`src/rtl/inst_queue.sv`:
```
// inst_queue: circular instruction buffer between fetch and decode.
// Fetch pushes {pc, inst} pairs. Decode sees the head entry first-word-fall-through.
// When the queue is empty every instruction output is zero, so decode receives a NOP.
module inst_queue #(
    parameter int DEPTH = 8,
    parameter int PTR_W = 3
) (
    input  logic             clk,
    input  logic             rst,
    input  logic             flush_in,
    input  logic             wr_vld_in,
    input  logic [15:0]      inst_in,
    input  logic [15:0]      pc_in,
    input  logic             rd_en_in,
    output logic [15:0]      inst_out,
    output logic [15:0]      pc_out,
    output logic [3:0]       opco_out,
    output logic [1:0]       jmp_off_out,
    output logic             vld_out,
    output logic             full_out,
    output logic [PTR_W:0]   count_out
);

    localparam logic [PTR_W:0] PTR_ONE = {{PTR_W{1'b0}}, 1'b1};

    // Each entry is {pc, inst}. Storage is not reset because its contents are don't-care.
    logic [31:0]      mem [DEPTH];
    // The MSB of each pointer is a wrap bit. It tells a full queue apart from an empty one.
    logic [PTR_W:0]   wr_ptr;
    logic [PTR_W:0]   rd_ptr;
    logic             empty;
    logic             full;
    logic             do_pop;
    logic             do_push;
    logic [31:0]      head;

    // Status flags and the push/pop qualification. Flush discards both operations.
    // While full, a push is accepted only if a pop frees a slot in the same cycle.
    always_comb begin
        empty   = (wr_ptr == rd_ptr);
        full    = (wr_ptr[PTR_W] != rd_ptr[PTR_W]) &&
                  (wr_ptr[PTR_W-1:0] == rd_ptr[PTR_W-1:0]);
        do_pop  = rd_en_in && !empty && !flush_in;
        do_push = wr_vld_in && !flush_in && (!full || do_pop);
    end

    // Pointer update. Reset takes priority, and flush is the next highest priority.
    always_ff @(posedge clk) begin
        if (rst) begin
            wr_ptr <= '0;
            rd_ptr <= '0;
        end else if (flush_in) begin
            rd_ptr <= wr_ptr;
        end else begin
            if (do_push) wr_ptr <= wr_ptr + PTR_ONE;
            if (do_pop)  rd_ptr <= rd_ptr + PTR_ONE;
        end
    end

    // Write the accepted entry into the slot selected by the low bits of the write pointer.
    always_ff @(posedge clk) begin
        if (!rst && do_push) mem[wr_ptr[PTR_W-1:0]] <= {pc_in, inst_in};
    end

    // Head outputs depend only on registered state. They are forced to zero while the queue is empty.
    always_comb begin
        head        = empty ? 32'h0 : mem[rd_ptr[PTR_W-1:0]];
        inst_out    = head[15:0];
        pc_out      = head[31:16];
        opco_out    = head[15:12];
        jmp_off_out = head[1:0];
        vld_out     = !empty;
        full_out    = full;
        count_out   = wr_ptr - rd_ptr;
    end

endmodule
```
`config.mk`:
```
export PLATFORM = sky130hd
export DESIGN_NAME = inst_queue
export DESIGN_NICKNAME = d
export VERILOG_FILES = /design/src/rtl/inst_queue.sv
export SDC_FILE = /design/constraint.sdc
export NUM_CORES = 1
export LEC_CHECK = 0
export CORE_UTILIZATION = 52
export CTS_CLUSTER_SIZE = 25
export DETAILED_ROUTE_END_ITERATION = 12
export PLACE_DENSITY = 0.75
export SLEW_MARGIN = 25
export SYNTH_ARGS = -nofsm -noshare
export SYNTH_HDL_FRONTEND = slang
export SYNTH_SLANG_ARGS = --single-unit
```
`constraint.sdc`:
```
create_clock -name clk -period 3.83 [get_ports clk]
set_clock_uncertainty 0.05 [all_clocks]
set_input_delay 0.383 -clock clk [delete_from_list [all_inputs] [get_ports clk]]
set_output_delay 0.383 -clock clk [all_outputs]
set_load 0.1 [all_outputs]
```
==> impl_metrics.json, run 1 <==
{
  "comb_share_pct": 19.1,
  "finalInstanceArea_um2": 12400,
  "yosysChipArea_um2": 10400,
  "area_growth_pct": 19.1,
  "track_usage_pct": 19.8,
  "cp-endpoint": "jmp_off_out[0]",
  "cts_buffer_depth": 3,
  "relSlewSlack_pct": 35.6,
  "flop-count": 267,
  "r2r_start": "wr_ptr[0]$_SDFFE_PP0P_",
  "status": "completed",
  "placed_area_um2": 11500,
  "drc": 0,
  "yosysTopAreaCell": "edfxtp_1",
  "hold_class": "flop to flop",
  "num-multi-input-gates": 184,
  "die_h_um": 143,
  "cts_setup_buffers": 0,
  "critPathArrivalTime_ns": 2.75,
  "wl_mm": 19.5,
  "warning_count": 27,
  "path_cells": "inv_1 > ha_1 > nand3_1 > nor2_4 > buf_4 > nor2_1 > buf_4",
  "antenna_cells": 0,
  "ctsHtreeMaxLevel": 1,
  "clock_power_share_pct": 36.0,
  "min_from": "wr_ptr[2]$_SDFFE_PP0P_",
  "r2r_cells": 7,
  "ir_drop_uv": 556,
  "maxCapViolCount": 0,
  "dr.pass1.iters": 4,
  "grt-ovfl-total": 0,
  "port_buffers": 80,
  "clkLatencyLatePin_ns": 0.52,
  "synth_flops": 267,
  "whs_path_depth": 2
}
-- run 1: cells in the mapped netlist --
master     instances
o21ai_0            3
mux2_4             1
a311oi_1           1
a221oi_1           1
xor2_1             3
or3_1              1
nand3_1            2
clkbuf_1           5
mux2i_1           33
inv_2              1
a31oi_1            1
o311ai_4           1
nor2_2             1
xnor2_1            3
a2111oi_2          1
nor2_1            45
xnor2_2            1
buf_2              6
nand2_1            4
ha_1               5
a21oi_1            3
dfxtp_1           11
and4_1             1
a21o_1             2
clkbuf_2           1
nand2b_1           2
nor4b_1            1
a211oi_1           1
nor3_1             2
edfxtp_1         256
fa_1               1
mux4_2            64
inv_1             10
buf_4              7
buf_1              9
-- run 1: cell usage in the layout (no fill, tap or decap), types with 5 or more instances in the layout --
cell type,n
clkbuf_16,27
clkbuf_1,9
mux4_2,64
nor2_1,38
inv_1,10
buf_4,56
ha_1,5
dfxtp_1,8
mux2i_1,33
clkdlybuf4s50_1,37
edfxtp_1,256
nor2_4,7
-- run 1: per-stage QoR --
stage	TNS (ns)	instances	utilization (%)	hold WS (ns)
CTS	0	872	63.4	0.518
floorplan	-15.92	490	-	0.432
finish	0	872	63.4	0.522
global route	0	872	63.4	0.553
global placement	0	824	59.0	0.502
detailed placement	0	824	59.0	0.509
-- run 1: flip-flops by register name, summed over array words and instances, names as in the netlist, named ones only --
signal and count:
mem 256, wr_ptr 4, rd_ptr 4
-- run 1: kinds of logic after synthesis --
family,Yosys count,share of synthesized area [%]
flops,267,76.1
simple gates,59,2.37
compound gates,14,1.13
xor+xnor,7,0.662
mux,98,17.2
fa+ha+maj,6,0.795
buf+inv,39,1.75
Run 1, metal 2:
The bar under the picture is 50 µm long.
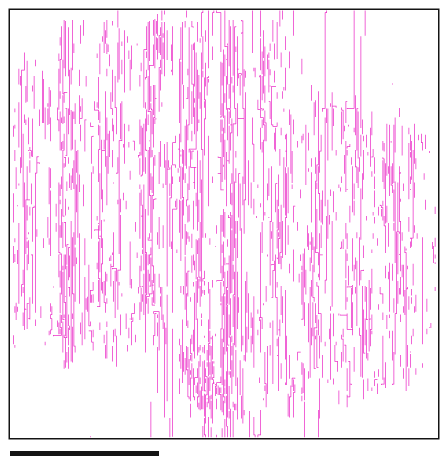
nets with wire on the layer: 568
share of all routed wire: 50%
main direction: vertical
wire length on this layer: 9750 µm
longest straight run: 49.3 µm

Run 1, signal wires by layer:
Two of the layers only.
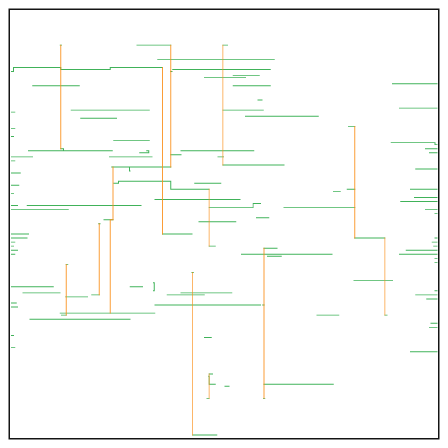
[orange] metal 4 | wire length: 457 µm
[green] metal 3 | wire length: 1080 µm

Run 1, placed standard cells:
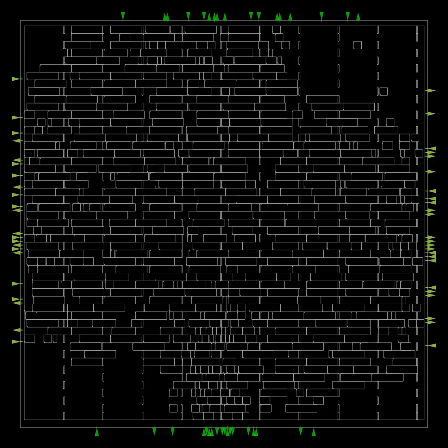
sequential share of cell area: 63.9%
Fillers: 1328

Run 1, register map, names as in the netlist:
Other sequential cells in the stronger grey, the rest of the logic in the fainter grey.
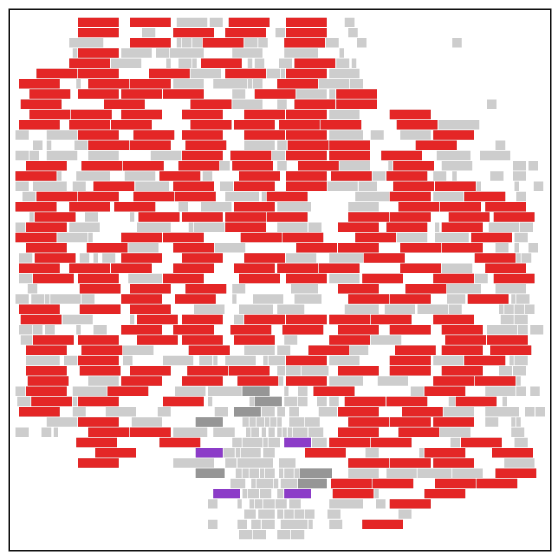
[purple] `rd_ptr` | flops: 4 | where: south
[red] `mem` | flops: 256 | where: all over the die
not coloured: 7
Finished Core Util: 63.4%
Seq power: 3.27 mW
Flop area: 7910 µm²

## Run 2: what changed since run 1
==> constraint.sdc (replaced) <==
create_clock -name clk -period 2.9 [get_ports clk]
set_clock_uncertainty 0.05 [all_clocks]
set_input_delay 0.29 -clock clk [delete_from_list [all_inputs] [get_ports clk]]
set_output_delay 0.29 -clock clk [all_outputs]
set_load 0.1 [all_outputs]
Run 2, register map, names as in the netlist:
Other sequential cells in the stronger grey, the rest of the logic in the fainter grey.
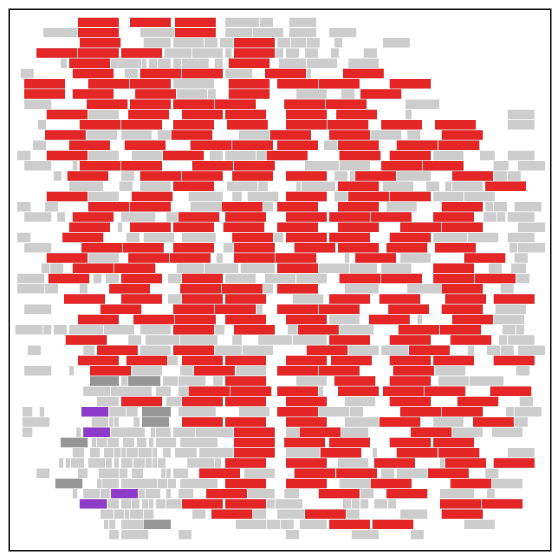
[purple] `rd_ptr` | flops: 4 | where: south-west
[red] `mem` | flops: 256 | where: all over the die
Seq power: 4.29 mW
sequential share of cell area: 59.8%
Finished Core Util: 67.8%

Run 2, placed standard cells:
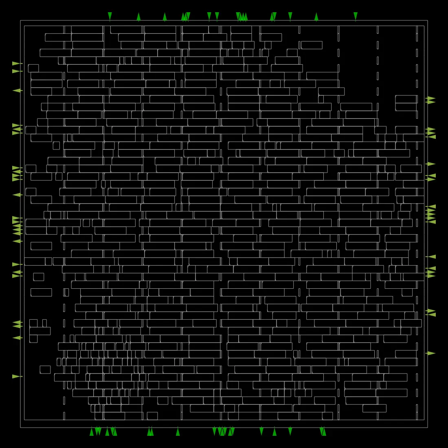
core area: 19500 µm²
Tap Count: 265
Flop Count: 267
final instance count without filler cells: 890
Rows: 51

==> impl_metrics.json, run 2 <==
{
  "dp_cells": 826,
  "critPathArrivalTime_ns": 2.43,
  "ys_sh_mux_pct": 17.2,
  "warning_count": 27,
  "port_buffers": 80,
  "r2r_start": "rd_ptr[2]$_SDFFE_PP0N_",
  "synth_flops": 267,
  "path_cells": "inv_1 > ha_1 > nand3_1 > buf_4 > nor2_4 > buf_6 > nor2_2 > buf_12",
  "die_h_um": 143,
  "chipArea_um2": 20600,
  "synthAdderAreaFrac_pct": 0.795,
  "grt-ovfl-total": 0,
  "topCombFamilyByArea": "multiplexers",
  "ir_drop_uv": 440,
  "clkLatencyLatePin_ns": 0.52,
  "min_from": "rst",
  "n_fill_cell": 1253,
  "track_usage_pct": 21.1,
  "ctsHtreeMaxLevel": 1,
  "cts_sinks": 267,
  "wl_mm": 20.6,
  "yosys-top-cells-count": "edfxtp_1, mux4_2, nor2_1",
  "yosysChipArea_um2": 10400,
  "area_growth_pct": 27.4,
  "whs_path_depth": 2,
  "hold_class": "input port to flop",
  "lay_top_cells": "edfxtp_1, mux4_2, buf_12",
  "yosysTopAreaCell": "edfxtp_1",
  "edf_count": 256,
  "whs_ns": 0.391,
  "drc": 0,
  "dr.pass1.iters": 5,
  "ys_async_sr_fraction_pct": 0,
  "final_common_cell": "edfxtp_1",
  "initCoreUtil_pct": 53.2,
  "die_w_um": 143,
  "critPathTopFamily": "buffers and inverters",
  "r2r_cells": 7,
  "compound_area_share_pct": 1.13,
  "dominantRegCellSynth": "edfxtp_1",
  "synth-simple-area-share_pct": 2.37,
  "status": "completed",
  "yosysMostFrequentCell": "edfxtp_1",
  "clock_power_share_pct": 34.0,
  "largest_register_ffs": 256
}
-- run 2: cell counts after synthesis --
No cell type changed its count.
-- run 2: metrics by stage --
stage / instance area, µm² / util (%)
after floorplan: 10500 / -
final: 13200 / 67.8
after global routing: 13200 / 67.8
after detailed placement: 12200 / 62.4
after global placement: 12200 / 62.4
after CTS: 13000 / 66.7
-- run 2: cells by family (layout without fill, tap and decap cells) --
family                     Yosys count  in the layout
adders and majority gates            6              6
AOI/OAI and AO/OA                   14             14
xor gates and xnor gates             7              7
and+or+nand+nor                     59             59
muxes                               98             98
buffers and inverters               39            174
DFF                                267            267
-- run 2: cell type report --
class	count	area [µm²]	share of cell area, %
clock buffer	31	691	5.22
clock inverter	19	144	1.09
inverter	11	41.3	0.312
multi-input combinational	184	2490	18.8
sequential	267	7910	59.8
tap	265	332	2.50
timing repair buffer	113	1630	12.3
-- run 2: repair_timing --
action                     in CTS  in global routing
setup buffers                   0                  8
setup endpoints to repair       0                 10
gates resized                   0                  1
-- run 2: worst max-delay path by stage --
stage                                 startpoint                    to  slack (ns)
after floorplan           wr_ptr[0]$_SDFFE_PP0P_   mem[5][0]$_DFFE_PP_       -0.36
after global placement                  rd_en_in  mem[2][14]$_DFFE_PP_        0.17
after detailed placement  wr_ptr[0]$_SDFFE_PP0P_  mem[5][19]$_DFFE_PP_        0.11
after CTS                                   flop           inst_out[1]        0.02
after global routing      rd_ptr[2]$_SDFFE_PP0N_        jmp_off_out[0]        0.05
final                     rd_ptr[2]$_SDFFE_PP0N_           inst_out[0]        0.13
-- run 2: worst register-to-register path, stage by stage (launching register included) --
cell      delay (ns)
dfxtp_1         0.37
inv_1           0.08
ha_1            0.34
nand3_1         0.18
o311ai_4        0.10
nand2b_1        0.34
nor2_4          0.59
buf_16          0.25
Power and IR drop assume default switching activity.
